File: config.mk
export PLATFORM = sky130hd
export DESIGN_NAME = memory_stage
export DESIGN_NICKNAME = d
export VERILOG_FILES = /design/src/rtl/proc_pkg.sv /design/src/rtl/data_mem.sv /design/src/rtl/memory_stage.sv
export SDC_FILE = /design/constraint.sdc
export NUM_CORES = 2
export LEC_CHECK = 0
export CORE_ASPECT_RATIO = 0.9
export CORE_MARGIN = 2
export CORE_UTILIZATION = 25
export CTS_CLUSTER_DIAMETER = 100
export DETAILED_ROUTE_END_ITERATION = 12
export GPL_TIMING_DRIVEN = 0
export PLACE_DENSITY = 0.36
export SETUP_SLACK_MARGIN = 0.5
export SKIP_CTS_REPAIR_TIMING = 1
export SYNTH_ARGS = -nofsm -noshare
export SYNTH_HDL_FRONTEND = slang
export SYNTH_SLANG_ARGS = --single-unit
File: constraint.sdc
create_clock -name clk -period 17.25 [get_ports clk]
set_input_delay 3.45 -clock clk [delete_from_list [all_inputs] [get_ports clk]]
set_output_delay 3.45 -clock clk [all_outputs]
set_load 0.02 [all_outputs]
File: src/rtl/proc_pkg.sv
// Shared definitions for the 8-bit pipeline memory stage.
//   DATA_W / FLAG_W / RW_W : data, flag and write-back-control widths
//   DEPTH                  : data-RAM entries (2**DATA_W, full address coverage)
//   MMIO_ADDR              : address claimed by io_out when MEM_MMIO_EN is defined
//   RW_EN_BIT              : register-write enable bit inside RW_ex / RW_dm
//   state_t                : clear sequencer / run state
package proc_pkg;
    localparam int DATA_W    = 8;
    localparam int FLAG_W    = 4;
    localparam int RW_W      = 5;
    localparam int DEPTH     = 256;
    localparam int RW_EN_BIT = 4;

    localparam logic [DATA_W-1:0] MMIO_ADDR = 8'hFF;

    typedef enum logic {
        INIT = 1'b0,
        RUN  = 1'b1
    } state_t;
endpackage

File: src/rtl/data_mem.sv
// Single-port synchronous RAM, DEPTH x DW.
//   clk   : rising-edge clock
//   we    : write enable (write wins; no read in a write cycle)
//   re    : read enable, rdata is registered
//   addr  : word address
//   wdata : write data
//   rdata : registered read data, holds between reads
module data_mem
    import proc_pkg::*;
#(
    parameter int AW = DATA_W,
    parameter int DW = DATA_W
) (
    input  logic          clk,
    input  logic          we,
    input  logic          re,
    input  logic [AW-1:0] addr,
    input  logic [DW-1:0] wdata,
    output logic [DW-1:0] rdata
);
    logic [DW-1:0] mem [2**AW];

    always_ff @(posedge clk) begin
        if (we)
            mem[addr] <= wdata;
        else if (re)
            rdata <= mem[addr];
    end
endmodule

File: src/rtl/memory_stage.sv
// Memory-access stage: performs the load/store chosen by the execute stage
// on a 256x8 data RAM and registers write-back data, flags and destination.
// After every reset the RAM is zero-cleared (INIT) while stall_dm holds
// upstream; the stage then runs (RUN) with one cycle of latency.
//
// Ports:
//   clk, reset      : clock, synchronous active-high reset
//   ans_ex          : ALU result / memory address
//   B_Bypass        : store data
//   flag_ex, RW_ex  : flags and write-back control, registered through
//   mem_en_ex       : access request; mem_rw_ex 1=store 0=load
//   mem_mux_sel_ex  : take write-back data from memory (loads only)
//   ans_dm, flag_dm, RW_dm : write-back outputs (zero bubble during INIT)
//   stall_dm        : high while the RAM clear is running
//   io_out          : memory-mapped output register
//
// Build option: MEM_MMIO_EN maps address 0xFF to io_out instead of RAM.
module memory_stage
    import proc_pkg::*;
(
    input  logic              clk,
    input  logic              reset,
    input  logic [DATA_W-1:0] ans_ex,
    input  logic [DATA_W-1:0] B_Bypass,
    input  logic [FLAG_W-1:0] flag_ex,
    input  logic              mem_en_ex,
    input  logic              mem_rw_ex,
    input  logic              mem_mux_sel_ex,
    input  logic [RW_W-1:0]   RW_ex,
    output logic [DATA_W-1:0] ans_dm,
    output logic [FLAG_W-1:0] flag_dm,
    output logic [RW_W-1:0]   RW_dm,
    output logic              stall_dm,
    output logic [DATA_W-1:0] io_out
);
    localparam logic [DATA_W-1:0] LAST_ADDR = DATA_W'(DEPTH - 1);

    state_t            state, state_nxt;
    logic [DATA_W-1:0] cnt;

    logic              ram_we, ram_re;
    logic [DATA_W-1:0] ram_addr, ram_wdata, ram_rdata;

    logic              is_store, is_load, mmio_hit;
    logic [DATA_W-1:0] ans_q;
    logic              rd_sel_q;

    assign is_store = mem_en_ex & mem_rw_ex;
    assign is_load  = mem_en_ex & ~mem_rw_ex;

`ifdef MEM_MMIO_EN
    assign mmio_hit = (ans_ex == MMIO_ADDR);
`else
    assign mmio_hit = 1'b0;
`endif

    // ---- FSM: state register ----
    always_ff @(posedge clk) begin
        if (reset) state <= INIT;
        else       state <= state_nxt;
    end

    // ---- FSM: next state ----
    always_comb begin
        state_nxt = state;
        if (state == INIT && cnt == LAST_ADDR)
            state_nxt = RUN;
    end

    // ---- FSM: outputs (stall and RAM port mux) ----
    always_comb begin
        stall_dm  = (state == INIT);
        ram_we    = 1'b0;
        ram_re    = 1'b0;
        ram_addr  = ans_ex;
        ram_wdata = B_Bypass;
        // Nothing touches the RAM in a reset cycle, including the clear.
        if (!reset) begin
            if (state == INIT) begin
                ram_we    = 1'b1;
                ram_addr  = cnt;
                ram_wdata = '0;
            end else begin
                ram_we = is_store & ~mmio_hit;
                // Only loads whose data is actually selected need a read.
                ram_re = is_load & mem_mux_sel_ex & ~mmio_hit;
            end
        end
    end

    // Clear counter: runs only in INIT, wraps back to 0 on entering RUN.
    always_ff @(posedge clk) begin
        if (reset || state != INIT) cnt <= '0;
        else                        cnt <= cnt + 1'b1;
    end

    data_mem #(.AW(DATA_W), .DW(DATA_W)) u_data_mem (
        .clk   (clk),
        .we    (ram_we),
        .re    (ram_re),
        .addr  (ram_addr),
        .wdata (ram_wdata),
        .rdata (ram_rdata)
    );

`ifdef MEM_MMIO_EN
    // io_out is only cleared by reset; the INIT sweep leaves it alone.
    always_ff @(posedge clk) begin
        if (reset)
            io_out <= '0;
        else if (state == RUN && is_store && mmio_hit)
            io_out <= B_Bypass;
    end
`else
    assign io_out = '0;
`endif

    // Write-back registers. An MMIO load folds io_out into the ALU path so
    // the RAM read register is only consulted for real RAM loads.
    always_ff @(posedge clk) begin
        if (reset || state == INIT) begin
            ans_q    <= '0;
            flag_dm  <= '0;
            RW_dm    <= '0;
            rd_sel_q <= 1'b0;
        end else begin
            ans_q    <= (is_load & mem_mux_sel_ex & mmio_hit) ? io_out : ans_ex;
            flag_dm  <= flag_ex;
            RW_dm    <= RW_ex;
            rd_sel_q <= ram_re;
        end
    end

    // RAM read data is already registered, so select it after the edge.
    assign ans_dm = rd_sel_q ? ram_rdata : ans_q;
endmodule

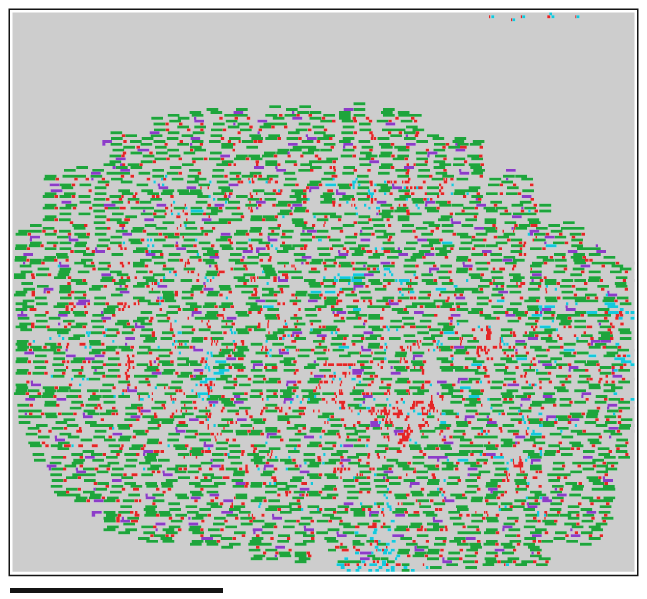
cell_classes.png
Bar = 200 um. Fill, decap, tap and diode cells in grey.
| colour | class | cells | share of their area |
|---|---|---|---|
| cyan | other buffers and delay cells | 413 | 3.5% |
| purple | clock drivers and dummy loads | 391 | 7.6% |
| red | all other logic | 1830 | 16% |
| green | flip-flops | 2083 | 73% |

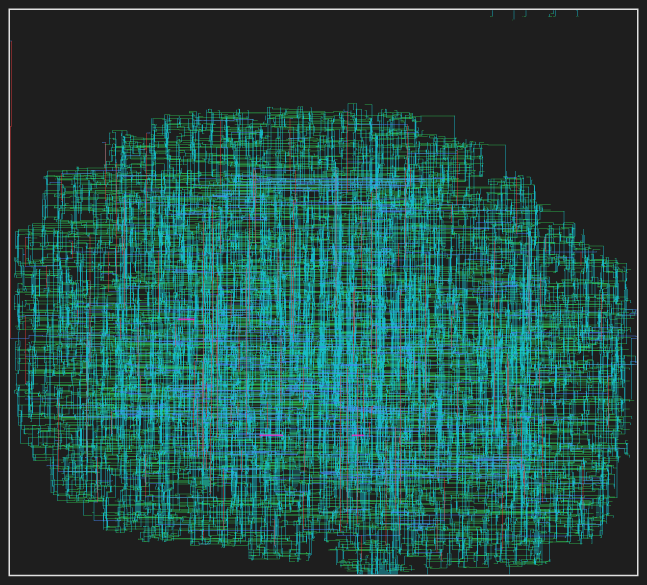
metal_stack.png
| colour | layer | wire length |
|---|---|---|
| green | met1 | 141 mm |
| cyan | met2 | 140 mm |
| magenta | met5 | 44.2 um |
| red | met4 | 6750 um |
| blue | met3 | 20.5 mm |
overall routing resource usage: 19.2%
via total after detailed routing: 45348
WL/cell: 34.9 um

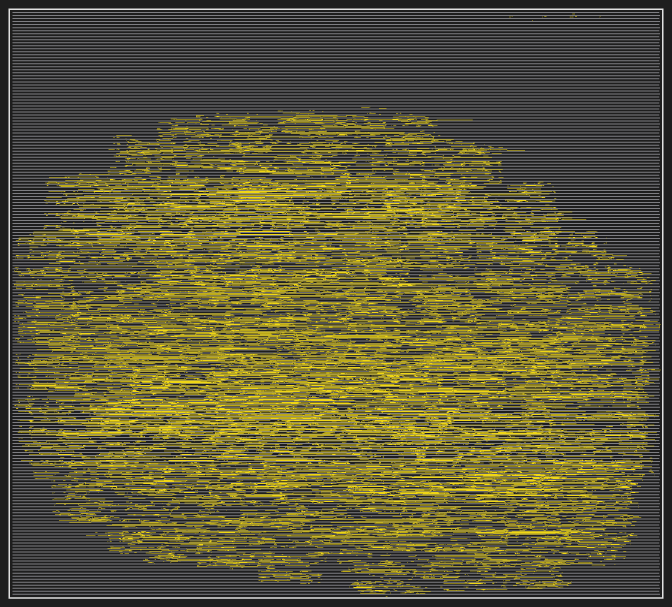
met1.png
Supply wires on this layer in grey.
share of all routed wire: 46%
main direction: horizontal
wire length on this layer: 141 mm
longest straight run: 189 um

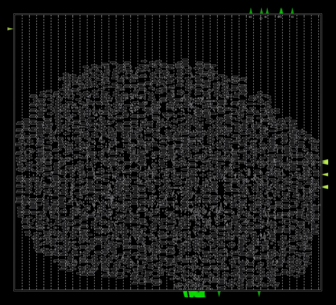
final_placement.png
number of well-tap cells placed: 4095
Final Core Density: 29.4%
Std-Cell Rows: 193

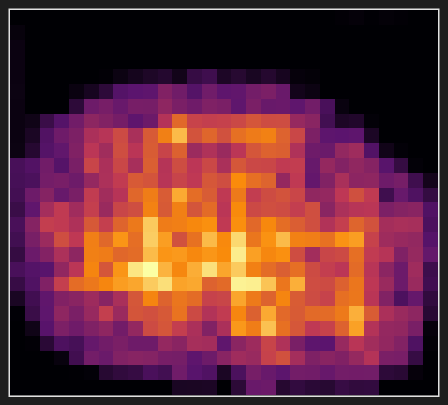
wire_density.png
The die is cut into 29 by 26 equal tiles; black is low, pale yellow is high, scaled to the fullest tile. Values are wire area over tile area, all layers added.
densest ninth of the die: centre
fullest tile: 0.48
nearly empty tiles: 26%
mean over tiles: 0.16

per-stage QoR:
stage | hold slack (ns) | worst slack (ns) | power, mW
3_3_place_gp | 0.505 | 1.29 | 6.57
2_1_floorplan | 0.454 | 8.63 | 6.09
6_report | 0.520 | 8.62 | 10.9
5_1_grt | 0.565 | 8.88 | 11.2
4_1_cts | 0.521 | 8.91 | 11.0
3_5_place_dp | 0.506 | 7.91 | 6.54
cells by family (layout without fill, tap and decap cells):
logic type,after synthesis,count (layout),share of synthesized area (%)
AND-OR/OR-AND,1338,1338,14.3
XOR/XNOR,6,6,0.0684
adder cells (fa/ha/maj),1,1,0.0163
buffers and inverters,325,808,1.76
flip-flops,2083,2083,81.0
multiplexers,8,8,0.117
other,1,17,0.00488
AND/OR/NAND/NOR,465,465,2.68
==> out/qor.json <==
{
  "outcome": {
    "run_status": "finished with violations",
    "violations_in_the_final_reports": "max-capacitance violations, max-slew violations"
  },
  "timing": {
    "max_clock_freq_ghz": 0.116,
    "setup_viol_count_final": 0,
    "fin_setup_tns_ns": 0,
    "timing.max_slew.rel_slack_pct": -0.298,
    "timing_max_transition_violations_final": 10
  },
  "pwr": {
    "cellPowerDensity_nw_per_um2": 121,
    "clock_power_share_pct": 41.1
  },
  "worst_setup_path": {
    "crit_path_start_kind": "input port",
    "reg2reg_to": "u_data_mem.rdata[1]",
    "timing.critical_path.max_delay_family": "buffers and inverters",
    "slowest_stage": "sky130_fd_sc_hd__buf_1",
    "crit_chain": "clkdlybuf4s50_1 > nand2b_1 > o21ai_2 > buf_2 > buf_2 > buf_1 > a221oi_1 > o22ai_1 > nor4_1 > a21oi_1 > a2111o_1",
    "reg_to_reg_setup_timing_slack_ns": 11.37
  },
  "layout": {
    "top_area_cell_class": "flip-flops and latches",
    "logic_gate_count": 1826,
    "seq_cells": 2083,
    "area_share_nonclk_buffers_pct": 3.27,
    "sequential_cell_area_um2": 62300,
    "combinational_gate_area_um2": 13300,
    "finish.cell_count_without_fillers": 8821
  },
  "worst_hold_path": {
    "hold_depth": 1
  },
  "grt": {
    "antenna_found_initial": 25,
    "grt_pass1_wl_mm": 407,
    "grt_met3_usage_pct": 3.57,
    "globalRoute.totalOverflow": 0
  },
  "synthesis": {
    "postSynthCellCount": 4227,
    "synth.top_cell.area_share_pct": 80.3,
    "yosys-stat-cells": 4227,
    "enable_flop_cells": 2056
  },
  "floorplan": {
    "initCoreUtil_pct": 25.1,
    "core_um2": 306000
  },
  "clock_tree": {
    "cts_tree": "done",
    "clock_sinks": 2083
  },
  "route": {
    "route.layer.met1.wl_mm": 141
  },
  "flow_run": {
    "maxCapViolations": 1
  },
  "place": {
    "dp_cells": 8420
  }
}
Power figures rest on the tool's default switching activity, not on a simulated workload.
